==> config.mk <==
export PLATFORM = sky130hd
export DESIGN_NAME = mont_reduce16
export DESIGN_NICKNAME = d
export VERILOG_FILES = /design/src/rtl/mont_pkg.sv /design/src/rtl/mont_red_mul16.sv /design/src/rtl/mont_reduce16.sv
export SDC_FILE = /design/constraint.sdc
export NUM_CORES = 1
export LEC_CHECK = 0
export CAP_MARGIN = 20
export CORE_UTILIZATION = 45
export CTS_CLUSTER_DIAMETER = 40
export DETAILED_ROUTE_END_ITERATION = 10
export PLACE_DENSITY_LB_ADDON = 0.12
export SLEW_MARGIN = 20
export SYNTH_ARGS = -nofsm -noshare
export SYNTH_HDL_FRONTEND = slang
export SYNTH_HIERARCHICAL = 1
export SYNTH_SLANG_ARGS = --single-unit
==> constraint.sdc <==
create_clock -name clk -period 15.25 [get_ports clk]
set_input_delay 3.05 -clock clk [delete_from_list [all_inputs] [get_ports clk]]
set_output_delay 3.05 -clock clk [all_outputs]
set_load 0.01 [all_outputs]
==> src/rtl/mont_pkg.sv <==
// Shared constants and FSM state encoding for the 16-bit Montgomery reduction datapath.
package mont_pkg;

   localparam int unsigned W      = 16;
   localparam int unsigned R_BITS = W;

   localparam logic [2:0] StIdle  = 3'd0;
   localparam logic [2:0] StMulM  = 3'd1;
   localparam logic [2:0] StMulMn = 3'd2;
   localparam logic [2:0] StAdd   = 3'd3;
   localparam logic [2:0] StSub   = 3'd4;
   localparam logic [2:0] StDone  = 3'd5;

endpackage

==> src/rtl/mont_red_mul16.sv <==
// Combinational unsigned W x W -> 2W multiplier shared by the m and m*n steps.
module mont_red_mul16 #(
   parameter int unsigned W = mont_pkg::W
) (
   input  logic [W-1:0]   a,
   input  logic [W-1:0]   b,
   output logic [2*W-1:0] p
);

   always_comb begin
      p = {{W{1'b0}}, a} * {{W{1'b0}}, b};
   end

endmodule

==> src/rtl/mont_reduce16.sv <==
// Word-level Montgomery reduction u = T * R^-1 mod n with a valid/ready handshake.
// Define MONT_RED_FINAL_SUB_EN to add the final conditional subtract (r_out < n).
module mont_reduce16 #(
   parameter int unsigned W = mont_pkg::W
) (
   input  logic           clk,
   input  logic           rst_n,
   input  logic           in_valid,
   output logic           in_ready,
   input  logic [2*W-1:0] t_in,
   input  logic [W-1:0]   n,
   input  logic [W-1:0]   n_prime,
   output logic           out_valid,
   input  logic           out_ready,
   output logic [W:0]     r_out
);
   import mont_pkg::*;

   logic [2:0]     state_q, state_d;
   logic [2*W-1:0] t_q;
   logic [W-1:0]   n_q;
   logic [W-1:0]   np_q;
   logic [W-1:0]   m_q;
   logic [2*W-1:0] mn_q;
   logic [W:0]     r_q;
`ifdef MONT_RED_FINAL_SUB_EN
   logic [W:0]     u_q;
`endif

   logic [W-1:0]   mul_a, mul_b;
   logic [2*W-1:0] mul_p;
   logic [2*W:0]   sum;
   logic [W:0]     u_sum;
   logic           unused_sum_lo;

   // One multiplier, operands steered by the current step.
   always_comb begin
      mul_a = m_q;
      mul_b = n_q;
      if (state_q == StMulM) begin
         mul_a = t_q[W-1:0];
         mul_b = np_q;
      end
   end

   mont_red_mul16 #(
      .W (W)
   ) u_mul (
      .a (mul_a),
      .b (mul_b),
      .p (mul_p)
   );

   // Low half of T + m*n is zero by construction, so only the upper W+1 bits matter.
   always_comb begin
      sum           = {1'b0, t_q} + {1'b0, mn_q};
      u_sum         = sum[2*W:W];
      unused_sum_lo = ^sum[W-1:0];
   end

   always_comb begin
      state_d = state_q;
      unique case (state_q)
         StIdle:  if (in_valid) state_d = StMulM;
         StMulM:  state_d = StMulMn;
         StMulMn: state_d = StAdd;
`ifdef MONT_RED_FINAL_SUB_EN
         StAdd:   state_d = StSub;
         StSub:   state_d = StDone;
`else
         StAdd:   state_d = StDone;
`endif
         StDone:  if (out_ready) state_d = StIdle;
         default: state_d = StIdle;
      endcase
   end

   always_ff @(posedge clk or negedge rst_n) begin
      if (!rst_n) begin
         state_q <= StIdle;
         t_q     <= '0;
         n_q     <= '0;
         np_q    <= '0;
         m_q     <= '0;
         mn_q    <= '0;
         r_q     <= '0;
`ifdef MONT_RED_FINAL_SUB_EN
         u_q     <= '0;
`endif
      end else begin
         state_q <= state_d;
         unique case (state_q)
            StIdle: begin
               if (in_valid) begin
                  t_q  <= t_in;
                  n_q  <= n;
                  np_q <= n_prime;
               end
            end
            StMulM:  m_q  <= mul_p[W-1:0];
            StMulMn: mn_q <= mul_p;
`ifdef MONT_RED_FINAL_SUB_EN
            StAdd:   u_q  <= u_sum;
            StSub:   r_q  <= (u_q >= {1'b0, n_q}) ? (u_q - {1'b0, n_q}) : u_q;
`else
            StAdd:   r_q  <= u_sum;
`endif
            default: ;
         endcase
      end
   end

   assign in_ready  = (state_q == StIdle);
   assign out_valid = (state_q == StDone);
   assign r_out     = r_q;

endmodule
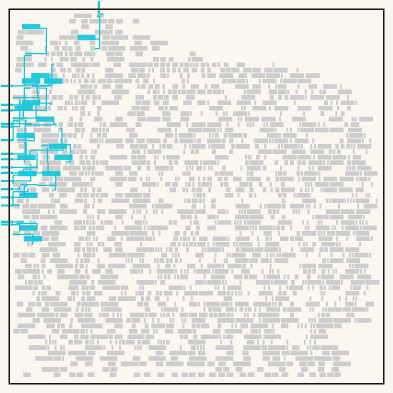
Run 1: I/O nets highlighted
Drawn at 2 px/um.
legend:
  cyan:
    port: `r_out`
    bits: 17
    direction: output
    edge: 16 west, 1 north
    end_cells: 17
    buffers: 17
    wire: 637 um

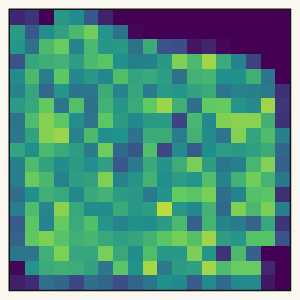
Run 1: placement density heat map
Drawn at 1.5 px/um. The die is cut into 19 by 19 equal tiles; dark purple is low, yellow is high, 0 to 100% covered.
mean over tiles: 48%
fullest tile: 90%
tiles over 75% full: 11%

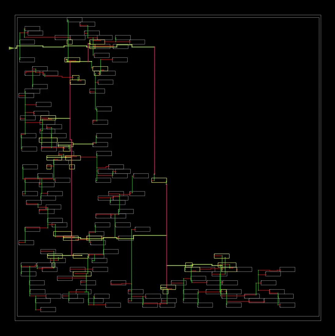
Run 1: the clock network
CTS Buf Count: 17
Worst-Skew Late Latency: 0.44 ns
registers: 132
Post-Route Skew: 0.00958 ns
count of clock tree sinks: 132

==> flow_summary.yaml, run 1 <==
# implementation run metrics
synthesis:
  synth.area.top_cells: "fa_1 (25%), dfrtp_1 (22%), ha_1 (11%)"
  ys_chip_area_mm2: 0.0153
  yosys-mux-area-fraction_pct: 7.12
  ys_ff: 132
  synthArstFlopShare_pct: 100
  ff_type: "dfrtp_1"
  simple_gate_area_share_pct: 16.2
  ys_seq_share_pct: 21.6
  most_common_cell: "nand2_1"
  topCombFamilyByArea: "adder cells"
  fp_nets: 2037
  yosys.area_share.aoi_pct: 9.35
  ys_sh_xor_pct: 1.89
  ys_cells: 1640
clock_network:
  clkTransAtPathRegs_ns: 0.06
  htreeDepth: 4
  cts_tree: "yes"
  cts_hold_buf: 0
  ctsResizeCount: 0
  postCtsSetupBuffers: 0
finish:
  nets: 2084
  insertedDiodeCount: 0
  area.growth.synth_to_final_pct: 12.3
  buffers: 94
  clock_tree_area_fraction_pct: 3.75
  multiInputGateArea_mm2: 0.0109
  nClkBuffers: 17
  final_cells: 2148
  post_route_cells_drive_above_1_share_pct: 9.06
  dominant_cells: "combinational gates"
routing:
  drt_first_pass_iters: 5
  wl_per_cell_um: 17.5
  m1WireLength_um: 18200
  maxUsedRoutingLayer: "met4"
  drtIter0Drc: 667
  wirelength_um: 37600
sta:
  rsz0062_at_grt: "false"
  fmax_ghz: 0.130
  fin_crit_ns: 7.67
  maxSlewHeadroom_pct: 46.6
  fin_ws_ns: 7.58
critical_path:
  r2r_setup_slack_ns: 7.58
  crit_type: "flop to flop"
  cp.depth: 25
  start_kind: "flop"
  cp-end-kind: "flop"
  crit_arrival_ns: 7.99
  cp_common_cell: "fa_1"
  worst_r2r_endpoint: "mn_q[31]$_DFFE_PN0P_"
  required_ns: 15.57
  slowest_delay_ns: 0.60
  crit_buf_inv: 6
  path_max_fanout: 49
  slowest_stage: "fa_1"
  r2r_start: "state_q[2]$_DFFE_PN0P_"
placed_design:
  place.gp.congestion: 0.889
  portBuffers: 86
  hpwl_um: 29600
global_routing:
  overflow: 0
  grt_max_degree: 88
  antenna_found_initial: 0
  grt_pass1_vias: 12300
  gr-usage-all-layers_pct: 23.2
worst_hold_path:
  hold_class: "flop to flop"
run:
  warning_count: 26
outcome:
  outcome: "completed"
die:
  fp_util_pct: 45.7
  rows: 67
  dieWidth_um: 186
==> run 1: routing by layer <==
layer | GRT usage, % | up-vias
met5 | 0 | -
met4 | 5.90 | 0
li1 | - | 5385
met3 | 3.39 | 35
met2 | 37.6 | 239
met1 | 32.7 | 5727
==> run 1: flip-flops by register name, indices dropped and copies added (netlist names) <==
register / cells
m_q: 16
mn_q: 32
n_q: 16
np_q: 16
r_out: 17
state_q: 3
t_q: 32
==> run 2, diff against run 1 <==
- clock period: 15.25 -> 6.5 ns (I/O delays scaled with it)
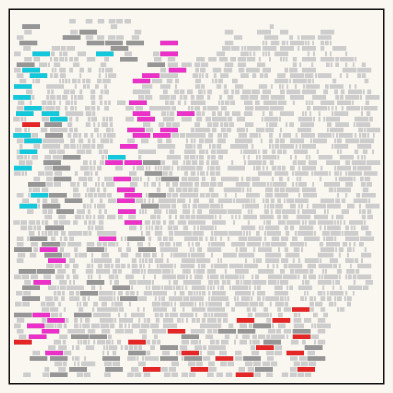
Run 2: where the registers sit
Drawn at 2 px/um.
legend:
  cyan:
    signal: `r_out`
    sequential_cells: 17
  magenta:
    signal: `mn_q`
    sequential_cells: 32
  red:
    signal: `np_q`
    sequential_cells: 16

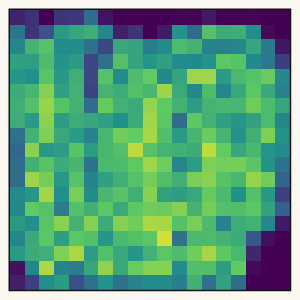
Run 2: placement density heat map
Drawn at 1.5 px/um. The die is cut into 19 by 19 equal tiles; dark purple is low, yellow is high, 0 to 100% covered.
mean over tiles: 55%
nearly empty tiles: 6.1%
tiles over 75% full: 17%
fullest tile: 93%

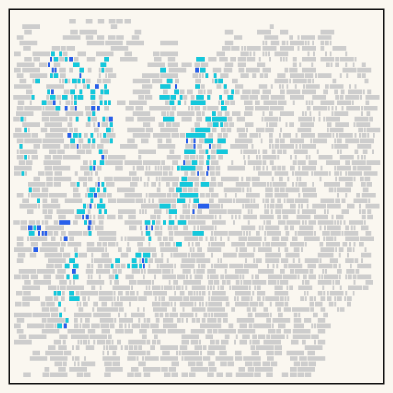
Run 2: gate families picked out
Drawn at 2 px/um.
legend:
  cyan:
    family: inverting AOI/OAI gates
    cells: 163
  blue:
    family: NOR gates
    cells: 52

==> run 2 against run 1 <==
Effect of this change: the run now ends with negative setup slack left; setup slack worse by 7.7 ns; first-iteration DRC count is 19% lower; non-clock buffer count is 186 higher; sequential cell count stayed put; critical path depth is 3 higher; clock-buffer cell count is 4 higher; worst hold slack better by 0.0050 ns; final area is 14% higher; highest routed layer unchanged.
==> flow_summary.yaml, run 2 <==
# implementation run metrics
outcome:
  outcome: "finished with violations"
  violations: "negative setup slack"
clock_network:
  ctsResizeCount: 110
  clk_latency_ns: 0.43
  postCtsSetupBuffers: 29
  cts_hold_buf: 0
  cts_tree: "yes"
  htreeDepth: 4
sta:
  setup_viol: 12
  rsz0062_at_grt: "true"
  fin_ws_ns: -0.169
  fin_skew_ns: 0.0116
  fmax_ghz: 0.150
global_routing:
  antenna_found_initial: 0
  grt_pass1_vias: 13000
  use_met3_pct: 2.97
  overflow: 0
  grt_max_degree: 91
  grt_use_met2_pct: 38.7
  gr-usage-all-layers_pct: 24.3
  use_met1_pct: 35.5
synthesis:
  ys_chip_area_mm2: 0.0153
  ys_sh_xor_pct: 1.89
  synthArstFlopShare_pct: 100
  topCombFamilyByArea: "adder cells"
  simple_gate_area_share_pct: 16.2
  ys_seq_share_pct: 21.6
  most_common_cell: "nand2_1"
  yosys.area_share.aoi_pct: 9.35
  ys_cells: 1640
  synth.area.top_cells: "fa_1 (25%), dfrtp_1 (22%), ha_1 (11%)"
  yosys-mux-area-fraction_pct: 7.12
  fp_nets: 2037
  ys_ff: 132
routing:
  m1WireLength_um: 19500
  wirelength_um: 40100
  wl_per_cell_um: 17.2
  drtIter0Drc: 540
  drt_first_pass_iters: 5
finish:
  multiInputGateArea_mm2: 0.0117
  final_cells: 2335
  insertedDiodeCount: 0
  area.growth.synth_to_final_pct: 28.4
placed_design:
  portBuffers: 86
  hpwl_um: 31700
critical_path:
  r2r_start: "state_q[2]$_DFFE_PN0P_"
  slowest_stage: "fa_1"
  start_kind: "flop"
  required_ns: 6.81
  crit_arrival_ns: 6.98
  cp.depth: 28
  crit_type: "flop to flop"
  r2r_setup_slack_ns: -0.17
  crit_buf_inv: 9
  worst_r2r_endpoint: "mn_q[31]$_DFFE_PN0P_"
run:
  warning_count: 29
die:
  dieWidth_um: 186
  rows: 67
  fp_util_pct: 45.7
worst_hold_path:
  hold_class: "flop to flop"
## run 2: final cells by class
cell class,count,area share (%)
tap,448,2.85
timing repair buffer,280,13.1
sequential,132,16.8
clock buffer,21,2.39
multi-input combinational,1206,59.5
clock inverter,11,0.884
inverter,237,4.52
## run 2: worst min-delay path by stage
stage / endpoint / slack (ns) / cells past startpoint
final: m_q[15]$_DFFE_PN0P_ / 0.46 / 2
after global routing: m_q[15]$_DFFE_PN0P_ / 0.49 / 2
after CTS: m_q[15]$_DFFE_PN0P_ / 0.46 / 2
after detailed placement: m_q[1]$_DFFE_PN0P_ / 0.45 / 2
after global placement: m_q[11]$_DFFE_PN0P_ / 0.44 / 2
after floorplan: m_q[0]$_DFFE_PN0P_ / 0.43 / 2
